**config.mk**
```make
export PLATFORM = sky130hd
export DESIGN_NAME = adjust_key_repeater
export DESIGN_NICKNAME = d
export VERILOG_FILES = /design/src/rtl/adjust_key_repeater.sv
export SDC_FILE = /design/constraint.sdc
export NUM_CORES = 1
export LEC_CHECK = 0
export ABC_AREA = 1
export ABC_CLOCK_PERIOD_IN_PS = 2000
export CORE_ASPECT_RATIO = 1.75
export CORE_MARGIN = 8
export CORE_UTILIZATION = 50
export DETAILED_ROUTE_END_ITERATION = 16
export PLACE_DENSITY = 0.63
export SLEW_MARGIN = 10
export SYNTH_ARGS = -nofsm -noshare
export SYNTH_HDL_FRONTEND = slang
export SYNTH_SLANG_ARGS = --single-unit
```
**constraint.sdc**
```tcl
create_clock -name clock -period 2 [get_ports clock]
set_input_delay 0.4 -clock clock [delete_from_list [all_inputs] [get_ports clock]]
set_output_delay 0.4 -clock clock [all_outputs]
set_load 0.03 [all_outputs]
```
**src/rtl/adjust_key_repeater.sv**
```systemverilog
// Key conditioner for the time/alarm adjust path: per-line synchroniser,
// debouncer and press/auto-repeat step generator running on the scan clock.
module adjust_key_repeater #(
   parameter int unsigned N             = 6,
   parameter int unsigned DEBOUNCE      = 200,
   parameter int unsigned REPEAT_DELAY  = 5000,
   parameter int unsigned REPEAT_PERIOD = 2000
) (
   input  logic         clock,
   input  logic         rst,
   input  logic         en,
   input  logic [N-1:0] keys,
   output logic [N-1:0] level,
   output logic [N-1:0] step,
   output logic         any_held
);

   localparam int unsigned CW   = $clog2(DEBOUNCE + 1);
   localparam int unsigned RMAX = (REPEAT_DELAY > REPEAT_PERIOD) ? REPEAT_DELAY : REPEAT_PERIOD;
   localparam int unsigned RW   = $clog2(RMAX + 1);

   localparam logic [CW-1:0] DB_TC = CW'(DEBOUNCE - 1);
   localparam logic [RW-1:0] RD_TC = RW'(REPEAT_DELAY - 1);
   localparam logic [RW-1:0] RP_TC = RW'(REPEAT_PERIOD - 1);

   typedef enum logic [1:0] {
      IDLE    = 2'd0,
      DELAY   = 2'd1,
      REPEAT  = 2'd2,
      BLOCKED = 2'd3
   } state_t;

   logic [N-1:0] nlevel_c;
   logic         any_held_q;

   for (genvar i = 0; i < int'(N); i++) begin : g_line
      logic          s1_q;
      logic          s2_q;
      logic          level_q;
      logic          level_d;
      logic          step_q;
      logic          step_d;
      logic [CW-1:0] cnt_q;
      logic [CW-1:0] cnt_d;
      logic [RW-1:0] rcnt_q;
      logic [RW-1:0] rcnt_d;
      state_t        state_q;
      state_t        state_d;

      always_ff @(posedge clock or negedge rst) begin
         if (!rst) begin
            s1_q    <= 1'b0;
            s2_q    <= 1'b0;
            level_q <= 1'b0;
            step_q  <= 1'b0;
            cnt_q   <= '0;
            rcnt_q  <= '0;
            state_q <= IDLE;
         end else begin
            s1_q    <= keys[i];
            s2_q    <= s1_q;
            level_q <= level_d;
            step_q  <= step_d;
            cnt_q   <= cnt_d;
            rcnt_q  <= rcnt_d;
            state_q <= state_d;
         end
      end

      // Debounce: any sample equal to the current level restarts the count.
      always_comb begin
         level_d = level_q;
         cnt_d   = '0;
         if (s2_q != level_q) begin
            if (cnt_q == DB_TC) begin
               level_d = s2_q;
            end else begin
               cnt_d = cnt_q + CW'(1);
            end
         end
      end

      // Step FSM works on the incoming level so a release cancels a same-edge step.
      always_comb begin
         state_d = state_q;
         rcnt_d  = rcnt_q;
         step_d  = 1'b0;
         case (state_q)
            IDLE: begin
               rcnt_d = '0;
               if (level_d) begin
                  if (en) begin
                     step_d  = 1'b1;
                     state_d = DELAY;
                  end else begin
                     state_d = BLOCKED;
                  end
               end
            end
            DELAY: begin
               if (!level_d) begin
                  rcnt_d  = '0;
                  state_d = IDLE;
               end else if (!en) begin
                  rcnt_d  = '0;
                  state_d = BLOCKED;
               end else if (rcnt_q == RD_TC) begin
                  step_d  = 1'b1;
                  rcnt_d  = '0;
                  state_d = REPEAT;
               end else begin
                  rcnt_d = rcnt_q + RW'(1);
               end
            end
            REPEAT: begin
               if (!level_d) begin
                  rcnt_d  = '0;
                  state_d = IDLE;
               end else if (!en) begin
                  rcnt_d  = '0;
                  state_d = BLOCKED;
               end else if (rcnt_q == RP_TC) begin
                  step_d = 1'b1;
                  rcnt_d = '0;
               end else begin
                  rcnt_d = rcnt_q + RW'(1);
               end
            end
            BLOCKED: begin
               rcnt_d = '0;
               if (!level_d) begin
                  state_d = IDLE;
               end
            end
            default: begin
               rcnt_d  = '0;
               state_d = IDLE;
            end
         endcase
      end

      assign level[i]    = level_q;
      assign step[i]     = step_q;
      assign nlevel_c[i] = level_d;
   end

   always_ff @(posedge clock or negedge rst) begin
      if (!rst) begin
         any_held_q <= 1'b0;
      end else begin
         any_held_q <= |nlevel_c;
      end
   end

   assign any_held = any_held_q;

endmodule

```
==> notes.md, run 1 <==
run metrics: status finished, final reports clean, R2R cell count 11, Mux area share 0, Placeable Area approximately 0.019 sq mm, met3 WL post-DR 392 microns, Setup crit start g_line[2].level_q, Hold Crit Start g_line[0].s1_q, H-tree Lvls 4, area share, top type 0.4226, pwr dens about 680 mW/mm^2, Residual DRC 0, met2 wire len 10130 microns, Synth flops about 160, yosys simple share 0.3014, clk sink count about 160, final hold violations 0, Syn Area/Cell 8.409 sq um, Critical R2R Capture g_line[0].state_q[0], largest net degree at the start of global routing 52, peak supply drop between 0.0005 and 0.0006 V, Starting DRT DRC Count between 200 and 300, average vias per placed instance 5.062, hold depth 0, worst-path fanout max 4, Resize count post-CTS 1, Post-synth EDFFs 0, post-layout min period 1939 ps, clock buffer count from CTS 17, clock buffers 17, WP depth 1, initial antenna violation count 0, cell count after synthesis 1148, CP bufs+invs 1, Die ar. 0.02418 sq mm, DRT Pass-1 Iters 4, max_cap viols 0, Latency at later pin approximately 430 ps, crit path capture type output pin, r2r setup slk 160 ps, hold_buf cts 1, RSZ-0062 raised after global routing false, M1 WL between 7000 and 8000 microns, type of origin of the critical path flop, OpenROAD warnings roughly 50, Site Rows 67, Util after Layout 0.5699, Floorplan Nets 1199, top cells, area dfrtp_1 (42%), nand2_1 (8.4%), inv_1 (5.7%), Async SR Flop Fraction 1.000, Data buffer area share 0.03865, share of layout cells above drive strength 1 0.1460, Clock-cell share 0.06254, Post-Layout Cell Count roughly 1.4k, Placer Congestion 0.8484, total gr overflow 0, Slew HR 0.7498, DIE HEIGHT around 200 microns, Worst path slowest cell clkdlybuf4s50_1, final setup fails 0, flop share of the area 0.3761, Period Utilization, post-route 0.9696, CTS max path bufs 2, CTS tree yes, num tapcells about 240, first-pass GRT wire length 32790 microns, setup TNS 0 ps, Comb/total area 0.4406, Wirelength per Cell 12.94 microns, post-route ant nets 0, Worst Path Class, Setup flop to output pin, class of the worst hold path flop to flop, Die W 121.0 microns, Gate Area 0.004778 sq mm, xor/xnor share 0.06170, Seq/Total Area, Yosys 0.4226
run 1: where the power goes:
group	internal [uW]	switching (uW)	leakage [uW]
Combinational	64.3	135	0.00227
Sequential	3340	33.2	0.00223
Clock	2360	1410	0.000330
Total	5760	1580	0.00483
run 1: metrics by stage:
stage / cell area [sq um] / hold slack, ps / setup slack (ps)
floorplan: 9653 / 104.4 / 418.3
global placement: 10120 / 294.3 / 20.51
detailed placement: 10120 / 294.0 / 8.335
CTS: 10810 / 349.2 / 1.900
global route: 10840 / 359.6 / 0.7840
finish: 10840 / 345.8 / 60.70
run 1: registers in the layout, indices dropped and copies added (netlist names):
signal	flops
g_line.level_q	6
g_line.step_q	6
g_line.state_q	12
g_line.s2_q	6
g_line.cnt_q	48
g_line.rcnt_q	78
g_line.s1_q	6
any_held	1
run_1/ff_map.png
Other sequential cells in the stronger gray, the rest of the logic in the fainter gray.
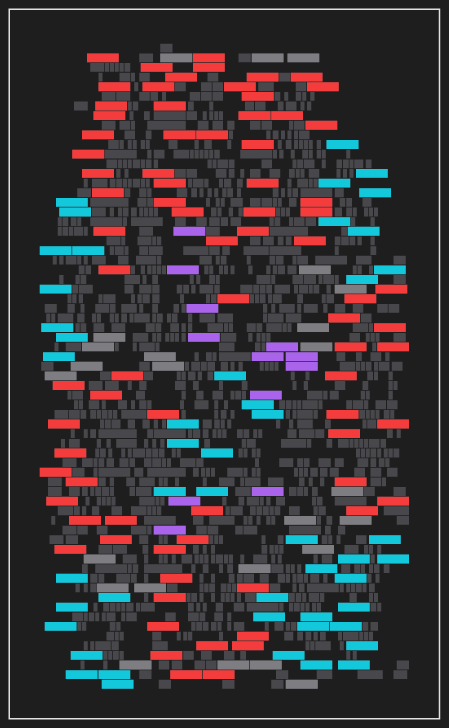
- purple: g_line.state_q (flops 12; where center)
- cyan: g_line.cnt_q (flops 48; where widely spread)
- red: g_line.rcnt_q (flops 78; where widely spread)
- not colored: 25

run_1/port_trees.png
The bar under the picture is 20 microns long.
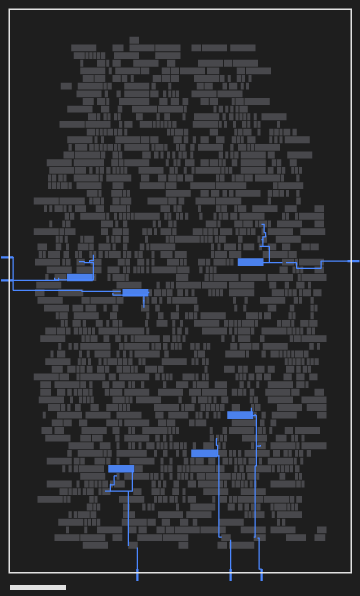
- blue: level (bits 6; direction output; end cells 6; wire 337 microns)
I/O pin cnt: 22
PortBufs: 21

run_1/congestion_map.png
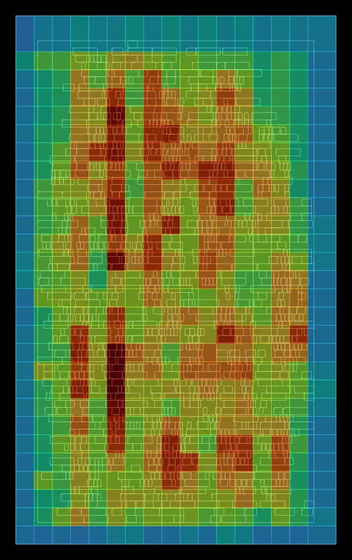
M2 GR Usage: 0.3102
M3 GR Usage: 0.03323
met1 GRT Util: 0.1721
GRT busiest layer: met2

run_1/m1.png
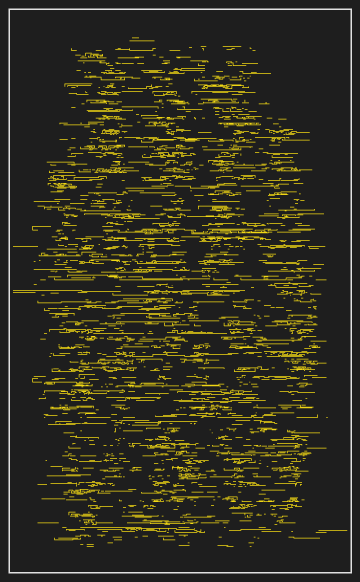
- share of all routed wire: 40%
- main direction: horizontal
- longest straight run: 24.4 microns
- nets with wire on the layer: 1134
total wire length: 18540 microns
Via Count: 7254

run_1/clock_wires.png
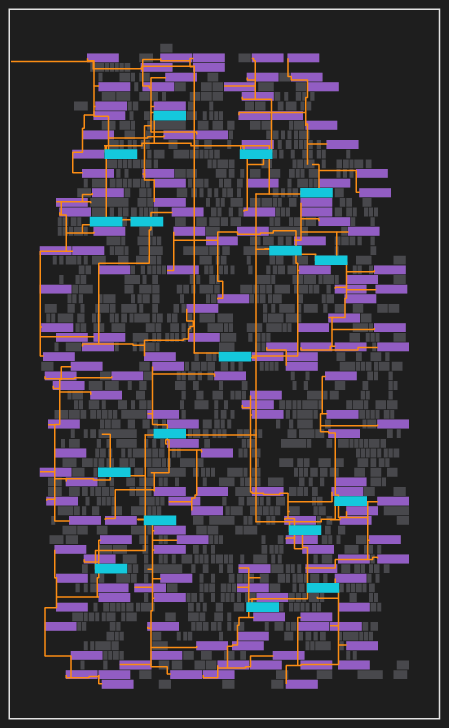

==> run 2, diff against run 1 <==
ABC_AREA = default   (was 1)
ABC_CLOCK_PERIOD_IN_PS = 1840   (was 2000)
PLACE_DENSITY = 0.64   (was 0.63)
clock period = 1.84 ns   (was 2 ns; I/O delays follow)
run_2/clock_wires.png
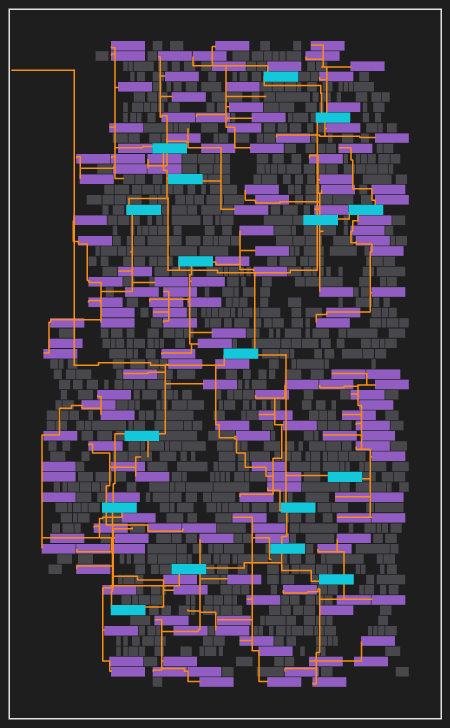
- purple: flip-flops (count 163)
- cyan: clock-net drivers (count 17)
- orange: clock wires (length 2050 microns)
- routed clock nets: 18

run_2/ff_map.png
Other sequential cells in the stronger gray, the rest of the logic in the fainter gray.
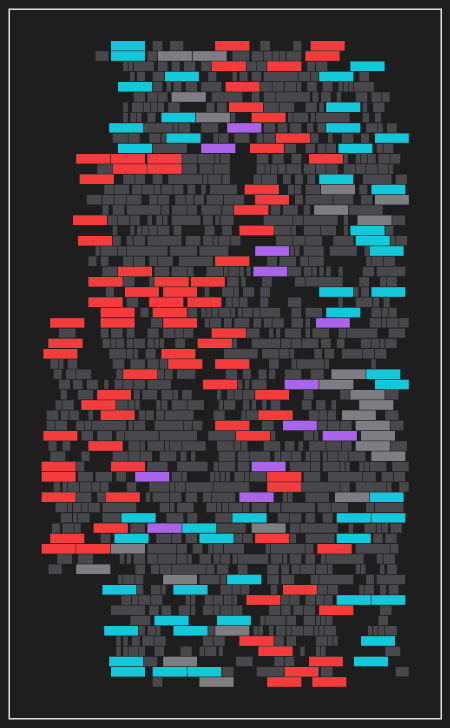
- cyan: g_line.cnt_q (flops 48; where widely spread)
- purple: g_line.state_q (flops 12)
- red: g_line.rcnt_q (flops 78)
- not colored: 25
sequential power: 3660 uW
Util after Layout: 0.6760
flop share of the area: 0.3611
Register Area: 0.004079 sq mm

==> run 2 against run 1 <==
  * The flow now finishes with violations (setup timing)
  * Worst setup slack got worse by 240 ps
  * Critical path depth increased by 5
  * Synthesized area decreased by 13%
  * Sequential power increased by 8.6%
  * Global-route usage increased by 1.4 points
  * Die size decreased by 11%
  * Register-to-register slack got worse by 340 ps
  * Synthesized cell count decreased by 29%
  * Worst hold slack improved by 8.3 ps
  * Clock power decreased by 7.2%
  * Largest cell class unchanged
==> notes.md, run 2 <==
run metrics: total gr overflow 0 (unchanged), cell count after synthesis 812 (was 1148), CTS tree yes (unchanged), ant diodes 0 (unchanged), yosys simple share 0.2243 (was 0.3014), Floorplan Nets 863 (was 1199), Starting DRT DRC Count 210 (was 269), H-tree Lvls 4 (unchanged), Worst Path Required 2160 ps (was 1600 ps), Placeable Area 0.01671 sq mm (was 0.01903 sq mm), violated checks setup timing, hold depth 0 (unchanged), crit path capture type flop (was output pin), met1 GRT Util 0.1890 (was 0.1721), internal power 5689 uW (was 5762 uW), hold_buf cts 1 (unchanged), Slew HR 0.6707 (was 0.7498), Top reg by flops g_line.rcnt_q (unchanged), Fmax 0.4955 GHz, Placer Congestion 0.8357 (was 0.8484), clock buffer count from CTS 17 (unchanged), class of the worst hold path flop to flop (unchanged), I/O pin cnt 22 (unchanged), main kind of combinational logic by area simple AND/OR/NAND/NOR gates (unchanged), GRT busiest layer met2 (unchanged), Clk network pwr share 0.471 (was 0.514), final hold violations 0 (unchanged), Seq/Total Area, Yosys 0.4846 (was 0.4226), PortBufs 21 (unchanged), Gate power share 0.038 (was 0.027), share of layout cells above drive strength 1 0.3144 (was 0.1460), num tapcells 227 (was 241), max FFs per register 78 (unchanged), Setup crit start g_line[0].rcnt_q[0] (was g_line[2].level_q), top cells, area dfrtp_1 (48%), nor2_1 (6.5%), ha_1 (6.2%) (was dfrtp_1 (42%), nand2_1 (8.4%), inv_1 (5.7%)), status finished, violations left (was finished, final reports clean), OpenROAD warnings 53 (was 50), max_cap viols 0 (unchanged), initial antenna violation count 0 (unchanged), area share, top type 0.4846 (was 0.4226), Worst Path Class, Setup flop to flop (was flop to output pin), Critical R2R Capture g_line[0].state_q[1] (was g_line[0].state_q[0]), DRT Pass-1 Iters 4 (unchanged), fin worst setup slack -178.3 ps (was 60.70 ps), R2R cell count 6 (was 11), Syn Area/Cell 10.37 sq um (was 8.409 sq um), Post-synth EDFFs 0 (unchanged), final setup fails 44 (was 0), first-pass GRT wire length 31320 microns (was 32790 microns), met2 wire len 10670 microns (was 10130 microns), switching power 1756 uW (was 1581 uW), Via Count 6454 (was 7254), Resize count post-CTS 69 (was 1), pwr dens 659.1 mW/mm^2 (was 677.2 mW/mm^2), Data buffer area share 0.1295 (was 0.03865), Clk power 3500 uW (was 3770 uW), clk sink count 163 (unchanged), RSZ-0062 raised after global routing true (was false), Worst path slowest cell nor4_4 (was clkdlybuf4s50_1), total wire length 18820 microns (was 18540 microns), Mux area share 0.02572 (was 0), Reg power frac 0.491 (was 0.459), Comb/total area 0.4195 (was 0.4406), post-layout min period 2018 ps, Die ar. 0.02140 sq mm (was 0.02418 sq mm), M2 GR Usage 0.3362 (was 0.3102), post-route ant nets 0 (unchanged), switching share of power 0.2358 (was 0.2153), clk root buf clkbuf_16 (unchanged), r2r setup slk -180 ps (was 160 ps), average vias per placed instance 5.321 (was 5.062), design area 0.01130 sq mm (was 0.01084 sq mm), Gate Area 0.004738 sq mm (was 0.004778 sq mm), setup TNS -3413 ps (was 0 ps), largest class multi-input combinational cells (unchanged), Latency at later pin 440 ps (was 430 ps), Period Utilization, post-route 1.097, worst-path fanout max 3 (was 4), Die W 114.1 microns (was 121.0 microns), DIE HEIGHT 187.6 microns (was 199.8 microns), Synth flops 163 (unchanged), Max power group sequential cells (was clock), M1 WL 7218 microns (was 7491 microns), area post-placement 0.009777 sq mm (was 0.01012 sq mm), CTS max path bufs 2 (unchanged), met3 WL post-DR 455 microns (was 392 microns), Hold Crit Start g_line[2].s1_q (was g_line[0].s1_q), largest net degree at the start of global routing 45 (was 52), Residual DRC 0 (unchanged), Clock-cell share 0.05151 (was 0.06254), M3 GR Usage 0.03736 (was 0.03323), Async SR Flop Fraction 1.000 (unchanged), Comb power 285 uW (was 200 uW), peak supply drop 0.0005109 V (was 0.0005345 V), Site Rows 63 (was 67), type of origin of the critical path flop (unchanged), highest metal used met4 (unchanged), Top Layout Cells dfrtp_1 (163), buf_4 (131), nor2_1 (96) (was nand2_1 (215), dfrtp_1 (163), inv_1 (146)), #MultiIn Comb 583 (was 804), biggest regs g_line.rcnt_q (78), g_line.cnt_q (48), g_line.state_q (12) (unchanged), Wirelength per Cell 15.51 microns (was 12.94 microns), xor/xnor share 0.1124 (was 0.06170), clock buffers 18 (was 17)
run 2: per-stage QoR:
| step | util | cells | setup slack [ps] | hold WS (ps) |
|---|---|---|---|---|
| 3_5_place_dp | 0.5851 | 1152 | -196.2 | 301.3 |
| 5_1_grt | 0.6760 | 1213 | -240.5 | 366.6 |
| 6_report | 0.6760 | 1213 | -178.3 | 354.2 |
| 4_1_cts | 0.6494 | 1203 | -188.1 | 350.7 |
| 3_3_place_gp | 0.5851 | 1152 | -104.7 | 302.3 |
| 2_1_floorplan | - | 812 | -148.9 | 72.41 |
run 2: worst max-delay path, delay by kind of cell (launching register included):
kind / cells / cell delay, ps
muxes: 1 / 330
AOI/OAI and AO/OA: 1 / 340
DFF: 1 / 360
adders and majority gates: 1 / 180
and+or+nand+nor: 3 / 700
Power is estimated from default activity; no workload was simulated.
